Fig. 1: run 1, cell classes on the final placement
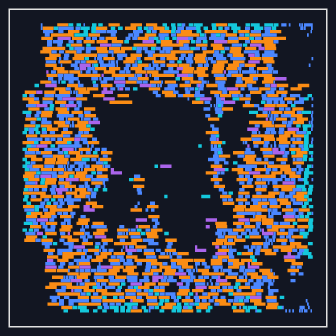
Fig. 2: run 1, M4 wires
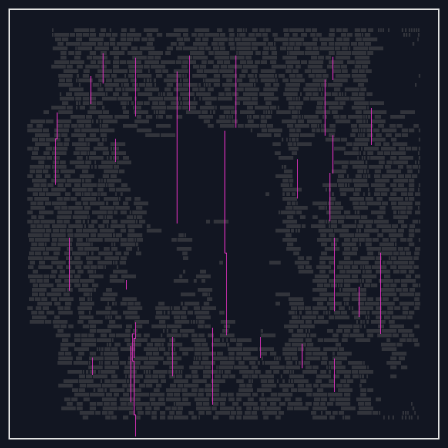
Fig. 3: run 1, routed clock nets over the placement
The bar under the picture is 100 um long.
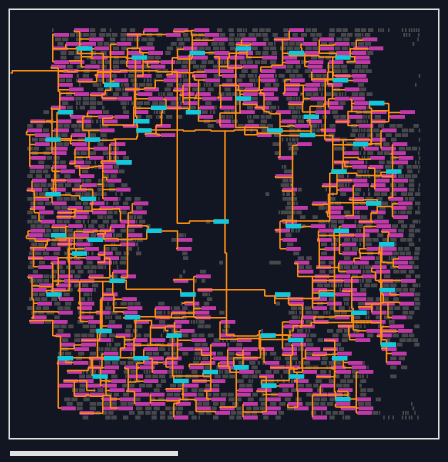
$ cat config.mk
export PLATFORM = sky130hd
export DESIGN_NAME = vertex_batch_loader
export DESIGN_NICKNAME = d
export VERILOG_FILES = /design/src/rtl/mgpu_pkg.sv /design/src/rtl/vtx_col_pack.sv /design/src/rtl/vertex_batch_loader.sv
export SDC_FILE = /design/constraint.sdc
export NUM_CORES = 1
export LEC_CHECK = 0
export ABC_AREA = 0
export CORE_MARGIN = 10
export CORE_UTILIZATION = 45
export DETAILED_ROUTE_END_ITERATION = 12
export PLACE_DENSITY = 0.79
export SETUP_SLACK_MARGIN = 0.2
export SLEW_MARGIN = 15
export SYNTH_ARGS = -nofsm -noshare
export SYNTH_HDL_FRONTEND = slang
export SYNTH_SLANG_ARGS = --single-unit
export TNS_END_PERCENT = 10
$ cat constraint.sdc
create_clock -name clk -period 18.3 [get_ports clk]
set_clock_uncertainty 0.15 [all_clocks]
set_input_delay 1.83 -clock clk [delete_from_list [all_inputs] [get_ports clk]]
set_output_delay 1.83 -clock clk [all_outputs]
set_load 0.02 [all_outputs]
$ cat src/rtl/mgpu_pkg.sv
// Shared definitions for the matrix GPU front end: data widths, default W value, loader states.
`default_nettype none

package mgpu_pkg;

    localparam int VTX_W  = 16;
    localparam int COL_W  = 64;
    localparam int MTRX_W = 256;

    localparam logic [VTX_W-1:0] W_ONE_DEFAULT = 16'h0020;

    typedef enum logic [0:0] {
        FILL = 1'b0,
        HOLD = 1'b1
    } loader_state_t;

endpackage

`default_nettype wire

$ cat src/rtl/vtx_col_pack.sv
// Packs one vertex into a 64-bit homogeneous column {X, Y, Z, W}; invalid columns are all-zero.
`default_nettype none

module vtx_col_pack
    import mgpu_pkg::*;
#(
    parameter logic [VTX_W-1:0] W_ONE = W_ONE_DEFAULT
) (
    input  logic [VTX_W-1:0] x,
    input  logic [VTX_W-1:0] y,
    input  logic [VTX_W-1:0] z,
    input  logic             valid,
    output logic [COL_W-1:0] col
);

    always_comb begin
        col = '0;
        if (valid) begin
            col = {x, y, z, W_ONE};
        end
    end

endmodule

`default_nettype wire

$ cat src/rtl/vertex_batch_loader.sv
// Groups vertices in fours into a packed column-major 4x4 matrix with W insertion and backpressure.
// Build option: define BATCH_PAD_EN to let vtx_last close a batch early with zero-padded columns.
`default_nettype none

module vertex_batch_loader
    import mgpu_pkg::*;
#(
    parameter logic [VTX_W-1:0] W_ONE = W_ONE_DEFAULT
) (
    input  logic              clk,
    input  logic              rst,
    input  logic              vtx_valid,
    output logic              vtx_ready,
    input  logic [VTX_W-1:0]  vtx_x,
    input  logic [VTX_W-1:0]  vtx_y,
    input  logic [VTX_W-1:0]  vtx_z,
    input  logic              vtx_last,
    output logic              mtrx_valid,
    input  logic              mtrx_ready,
    output logic [MTRX_W-1:0] mtrx_data,
    output logic [2:0]        mtrx_count,
    output logic              busy
);

`ifdef BATCH_PAD_EN
    localparam logic PAD_EN = 1'b1;
`else
    localparam logic PAD_EN = 1'b0;
`endif

    loader_state_t     state, state_next;
    logic [1:0]        fill_cnt;
    logic [COL_W-1:0]  slots [0:2];
    logic [COL_W-1:0]  cur_col;
    logic [MTRX_W-1:0] batch;
    logic [2:0]        batch_cnt;
    logic [MTRX_W-1:0] held_data;
    logic [2:0]        held_cnt;
    logic              accept, complete, transfer, out_free;
    logic              load_batch, load_held, park_batch;

    vtx_col_pack #(.W_ONE(W_ONE)) u_pack (
        .x     (vtx_x),
        .y     (vtx_y),
        .z     (vtx_z),
        .valid (1'b1),
        .col   (cur_col)
    );

    assign vtx_ready = (state == FILL) && !rst;
    assign accept    = vtx_valid && vtx_ready;
    assign complete  = accept && ((fill_cnt == 2'd3) || (PAD_EN && vtx_last));
    assign transfer  = mtrx_valid && mtrx_ready;
    assign out_free  = !mtrx_valid || mtrx_ready;
    assign busy      = (fill_cnt != 2'd0) || mtrx_valid;

    // Stored slots, then the arriving vertex, then zero padding for unfilled columns.
    always_comb begin
        batch = '0;
        for (int k = 0; k < 3; k++) begin
            if (2'(k) < fill_cnt) begin
                batch[MTRX_W-1-COL_W*k -: COL_W] = slots[k];
            end else if (2'(k) == fill_cnt) begin
                batch[MTRX_W-1-COL_W*k -: COL_W] = cur_col;
            end
        end
        if (fill_cnt == 2'd3) begin
            batch[COL_W-1:0] = cur_col;
        end
        batch_cnt = {1'b0, fill_cnt} + 3'd1;
    end

    always_comb begin
        state_next = state;
        load_batch = 1'b0;
        load_held  = 1'b0;
        park_batch = 1'b0;
        case (state)
            FILL: begin
                if (complete) begin
                    if (out_free) begin
                        load_batch = 1'b1;
                    end else begin
                        park_batch = 1'b1;
                        state_next = HOLD;
                    end
                end
            end
            HOLD: begin
                if (transfer) begin
                    load_held  = 1'b1;
                    state_next = FILL;
                end
            end
            default: state_next = FILL;
        endcase
    end

    always_ff @(posedge clk or posedge rst) begin
        if (rst) begin
            state      <= FILL;
            fill_cnt   <= 2'd0;
            held_data  <= '0;
            held_cnt   <= 3'd0;
            mtrx_valid <= 1'b0;
            mtrx_data  <= '0;
            mtrx_count <= 3'd0;
            for (int k = 0; k < 3; k++) begin
                slots[k] <= '0;
            end
        end else begin
            state <= state_next;
            if (complete) begin
                fill_cnt <= 2'd0;
            end else if (accept) begin
                fill_cnt <= fill_cnt + 2'd1;
            end
            for (int k = 0; k < 3; k++) begin
                if (accept && !complete && (fill_cnt == 2'(k))) begin
                    slots[k] <= cur_col;
                end
            end
            if (park_batch) begin
                held_data <= batch;
                held_cnt  <= batch_cnt;
            end
            if (load_batch) begin
                mtrx_valid <= 1'b1;
                mtrx_data  <= batch;
                mtrx_count <= batch_cnt;
            end else if (load_held) begin
                mtrx_valid <= 1'b1;
                mtrx_data  <= held_data;
                mtrx_count <= held_cnt;
            end else if (transfer) begin
                mtrx_valid <= 1'b0;
            end
        end
    end

endmodule

`default_nettype wire

==> results.tsv, run 1 <==
stage	metric	value	unit
floorplanning	width of the die	256	um
floorplanning	Init Core Util	0.454	
critical_path	most used cell, CP	buf_4	
timing	post-layout minimum cycle time	5.64	ns
drt	Routed Antenna Nets	0	
drt	DR vias/cell	5.23	
synthesis	Post-synth top cells	mux2_2, dfrtp_1, nand2_1	
timing	setup TNS	0	ns
drt	DR pass1 iterations	4	
timing	RSZ-0062 raised after global routing	false	
critical_path	Crit Reg-Reg Startpoint	fill_cnt[1]	
synthesis	Syn Inst Count	1838	
clocking	clk sinks	547	
clocking	Late-Pin Clk Latency	0.61	ns
pwr	peak supply drop	0.0909	mV
place	post-place setup slack	11.97	ns
drt	DRT iter0 DRCs	753	
place	detailed placer's ending HPWL	34800	um
synthesis	Synth area leaders	dfrtp_1, mux2_2, mux2_1	
clocking	Bufs on Longest Clock Path	3	
clocking	TritonCTS buffer count	59	
critical_path	Crit Path Class	input pin to flop	
worst_hold_path	Hold WC Path Type	flop to flop	
synthesis	Post-synth EDFFs	0	
clocking	Post-CTS Repair Setup Buffers	0	
critical_path	critical path cell sequence	clkdlybuf4s50_1 > nor3b_2 > nand4b_1 > buf_4 > buf_4 > buf_4 > mux2_2	
timing	Slew Limit Headroom	0.233	
clocking	Worst-path clk slew	0.06	ns
global_route	vias in the first global route	15800	
timing	final setup fails	0	
clocking	post-CTS sizing	0	
place	placer congestion estimate	0.735	
layout	Util after Layout	0.541	
place	number of instances in the placed design	2735	
layout	share of layout cells above drive strength 1	0.334	
worst_hold_path	hold path depth	1	
floorplanning	total die size	65300	um2
layout	ANT cells	0	
synthesis	top-count cell post-synth	mux2_2	
layout	Layout Cells excl Fill	2839	
critical_path	R2R Setup Slk	13.74	ns
global_route	total track usage	0.173	
status	outcome	finished clean	
timing	final tally of hold violations	0	
critical_path	Max FO, Critical Path	72	
timing	fmax	0.177	GHz
timing	post-route setup slack	12.66	ns
place	Port Buf Inserts	253	
drt	# DRC	0	
pwr	Lkg Pwr	14.0	nW
timing	post-route clock period utilization	0.308	
floorplanning	I/O pin count	315	
synthesis	Netlist cell types	24	
synthesis	leading area contributor after synthesis	dfrtp_1	
synthesis	YS chip area	25000	um2
critical_path	Arrival @ worst endpoint	5.97	ns
synthesis	Seq share, synth	0.548	
critical_path	reg-to-reg endpoint	held_data[228]	
synthesis	Top cell area share	0.548	
synthesis	yosys cell count	1838	
global_route	antenna violations before repair	0	
worst_hold_path	HP Start	held_data[5]	
critical_path	Crit path largest cell delay	0.90	ns
floorplanning	Die Height	256	um
layout	Synth-to-Final Area Change	19.1	%
synthesis	Syn Std Cell Area	25000	um2
drt	per-cell routed wire length	20.3	um
job	Max Cap Viol	0	
layout	final net count	2106	
synthesis	Commonest flop	dfrtp_1	
global_route	grt ovf	0	
clocking	cts hold-fix bufs	0	
synthesis	average size of a mapped cell	13.6	um2
global_route	global-route wire length before repair	91700	um
synthesis	#FFs+latches synth	547	
synthesis	Yosys warning count	0	
Notes on Fig. 1 above:
class	color	cells
other buffers and delay cells	cyan	270
flops	orange	547
combinational and other logic	blue	1170
clock drivers and dummy loads	purple	104
core footprint: 55000 um2
Seq area share: 0.461
design area: 29700 um2
standard-cell row count: 86

Notes on Fig. 2 above:
share of all routed wire	1.7%
nets with wire on the layer	12
longest straight run	90.4 um
drt total wl: 57600 um
Vias: 14900

Notes on Fig. 3 above:
[flip-flops] magenta | count: 547
[clock wires] orange | length: 6900 um
[clock drivers] cyan | count: 59
routed clock nets	60
clock power share: 0.244
Clock group: 0.00114 W

run 1: critical path, delay by kind of cell:
kind          cells  cell delay [ns]
buf+inv           4             3.19
mux               1             0.42
simple gates      2             0.31
run 1: per-stage QoR:
| step | instance area, um2 | hold slack [ns] | power, W |
|---|---|---|---|
| 4_1_cts | 29700 | 0.319 | 0.00473 |
| 3_3_place_gp | 27900 | 0.299 | 0.00350 |
| 5_1_grt | 29700 | 0.330 | 0.00494 |
| 2_1_floorplan | 25200 | 0.284 | 0.00286 |
| 3_5_place_dp | 27900 | 0.302 | 0.00358 |
| 6_report | 29700 | 0.317 | 0.00468 |
run 1: flip-flops by register name, summed over array words and instances, names as in the netlist:
register,count
held_data,196
mtrx_data,196
slots,147
fill_cnt,2
held_cnt,2
mtrx_count,2
mtrx_valid,1
state,1
run 1: final cells by class:
type                       count  area [um2]
clock buffer                  88        1720
clock inverter                16         135
fill                        4514       25300
inverter                       6        30.0
multi-input combinational   1164       10500
sequential                   547       13700
tap                          748         936
timing repair buffer         270        2690
run 1: cell families after synthesis:
family | synth area share
adders and majority gates | 0.00251
DFF | 0.548
buffers and inverters | 0.0412
AOI/OAI and AO/OA | 0.0202
and+or+nand+nor | 0.0345
muxes | 0.353
other | 0.000150
run 1: metal layers:
metal,part of all wire,wire (um),GRT usage
met4,0.016,948,0.0400
met5,0,0,0
met3,0.051,2910,0.0425
met1,0.43,24700,0.215
met2,0.50,29100,0.298
run 1: report_power, final:
group          leakage [nW]  internal, W  switching, W
logic                  5.97     0.000883      0.000821
clock network         0.910     0.000660      0.000483
registers              7.11      0.00160      0.000228
run 1: worst max path at each step:
| stage | end | cells past startpoint | from | slack [ns] |
|---|---|---|---|---|
| floorplan | fill_cnt[0] | 1 | rst | 1.03 |
| global placement | held_data[218] | 7 | rst | 11.98 |
| detailed placement | held_data[223] | 7 | rst | 11.97 |
| CTS | held_data[226] | 7 | rst | 12.64 |
| global route | held_data[228] | 7 | rst | 12.48 |
| finish | held_data[228] | 7 | rst | 12.66 |
run 1: cells in the final DEF (no fill, tap or decap), types with 2 or more instances in the layout:
cell type	count
clkbuf_1	16
buf_4	14
inv_6	5
ha_2	2
nand2_1	196
mux2_2	581
nand3b_1	2
clkbuf_16	59
nor2_1	2
ha_4	2
conb_1	60
mux2_1	191
nand3_4	2
clkinvlp_4	2
inv_8	2
nand2_4	2
dfrtp_1	546
clkbuf_8	13
mux2i_1	12
buf_12	2
clkinv_2	7
o21ai_0	98
clkdlybuf4s50_1	253
inv_1	5
nand2b_1	6
Fig. 4: run 1, clock nets
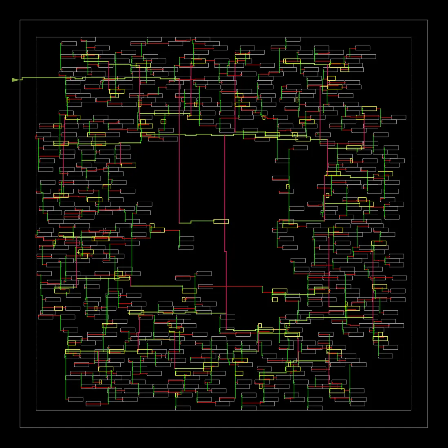

==> run 1 -> run 2 <==
--- a/config.mk
+++ b/config.mk
@@ -9,7 +9,7 @@
 export CORE_MARGIN = 10
 export CORE_UTILIZATION = 45
 export DETAILED_ROUTE_END_ITERATION = 12
-export PLACE_DENSITY = 0.79
+export PLACE_DENSITY = 0.76
 export SETUP_SLACK_MARGIN = 0.2
 export SLEW_MARGIN = 15
 export SYNTH_ARGS = -nofsm -noshare
==> constraint.sdc (replaced) <==
create_clock -name clk -period 5.9 [get_ports clk]
set_clock_uncertainty 0.15 [all_clocks]
set_input_delay 0.59 -clock clk [delete_from_list [all_inputs] [get_ports clk]]
set_output_delay 0.59 -clock clk [all_outputs]
set_load 0.02 [all_outputs]
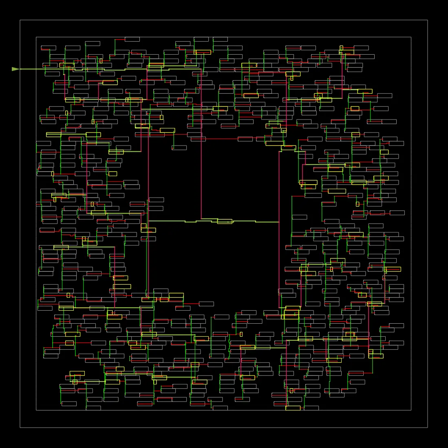
Fig. 5. Clock nets (run 2).
TritonCTS buffer count: 57
# clk buffers: 84
clk sinks: 547

==> results.tsv, run 2 <==
stage	metric	value	unit
global_route	total track usage	0.172	
drt	DR vias/cell	5.20	
status	outcome	finished clean	
critical_path	Arrival @ worst endpoint	3.34	ns
pwr	Cell Int Power	0.00988	W
floorplanning	standard-cell row count	86	
drt	DRT iter0 DRCs	745	
clocking	cts hold-fix bufs	0	
global_route	antenna violations before repair	0	
synthesis	Seq share, synth	0.548	
layout	Layout Cells excl Fill	2839	
synthesis	Syn Inst Count	1838	
timing	post-layout minimum cycle time	4.08	ns
layout	ANT cells	0	
clocking	Post-CTS Repair Setup Buffers	0	
drt	# DRC	0	
place	detailed placer's ending HPWL	34400	um
layout	share of layout cells above drive strength 1	0.336	
synthesis	YS chip area	25000	um2
layout	dominant logic cell type in the layout	mux2_2	
synthesis	Yosys warning count	0	
global_route	vias in the first global route	16000	
place	number of instances in the placed design	2737	
place	post-place setup slack	2.16	ns
synthesis	average size of a mapped cell	13.6	um2
synthesis	yosys cell count	1838	
pwr	clock power share	0.247	
drt	Vias	14800	
floorplanning	Die Height	256	um
synthesis	top-count cell post-synth	mux2_2	
timing	Slew Limit Headroom	0.270	
timing	fmax	0.245	GHz
drt	Routed Antenna Nets	0	
layout	Synth-to-Final Area Change	19.7	%
pwr	Lkg Pwr	14.1	nW
-- run 2: layout make-up --
cell class / instances / area [um2] / share of cell area
well taps: 748 / 936 / 0.0313
multi-input cells: 1164 / 10500 / 0.353
repair buffers: 273 / 2780 / 0.0931
clock inverters: 17 / 201 / 0.00674
flip-flops and latches: 547 / 13700 / 0.458
inverters: 6 / 26.3 / 0.000880
clock buffers: 84 / 1700 / 0.0569
-- run 2: per-layer routing --
metal | vias up | part of all wire | track usage
met5 | - | 0 | 0
met4 | 0 | 0.018 | 0.0478
met3 | 72 | 0.052 | 0.0398
met2 | 258 | 0.50 | 0.294
met1 | 7662 | 0.43 | 0.215
li1 | 6761 | - | -
-- run 2: power by group through the flow --
| stage | registers [W] | clock network (W) | logic, W |
|---|---|---|---|
| after floorplan | 0.00627 | 0 | 0.00261 |
| after global placement | 0.00574 | 0 | 0.00511 |
| after detailed placement | 0.00582 | 0 | 0.00527 |
| after CTS | 0.00576 | 0.00369 | 0.00531 |
| after global routing | 0.00590 | 0.00385 | 0.00564 |
| final | 0.00575 | 0.00360 | 0.00521 |
-- run 2: path summary, 6_finish.rpt --
path / startpoint / end / slack, ns / depth (start not counted)
worst min-delay path: slots[133] / slots[133] / 0.32 / 1
min in group asynchronous: rst / slots[109] / 0.60 / 2
worst min register to register: slots[133] / slots[133] / 0.32 / 1
worst max-delay path: fill_cnt[1] / busy / 1.82 / 4
worst max register to register: fill_cnt[1] / slots[31] / 2.22 / 4
max in group asynchronous: rst / held_data[165] / 3.70 / 3
-- run 2: cells by family (layout without fill, tap and decap cells) --
logic type,count (synthesis),count (layout),share of synthesized area
buffers and inverters,186,380,0.0412
muxes,784,784,0.353
DFF,547,547,0.548
adders and majority gates,5,5,0.00251
and+or+nand+nor,215,215,0.0345
AOI/OAI and AO/OA,100,100,0.0202
other,1,60,0.000150
-- run 2: worst max-delay path, cell delays in order, from the launching register on --
cell and delay [ns]:
dfrtp_4 1.12, inv_1 0.27, ha_4 0.54, nand2b_1 0.19
clkdlybuf4s50_1 0.62
-- run 2: through the flow --
stage	hold slack (ns)	instance area, um2
after floorplan	0.284	25200
after global placement	0.299	28000
after detailed placement	0.305	28000
after CTS	0.323	29900
after global routing	0.344	29900
final	0.322	29900
Power is estimated from default activity; no workload was simulated.
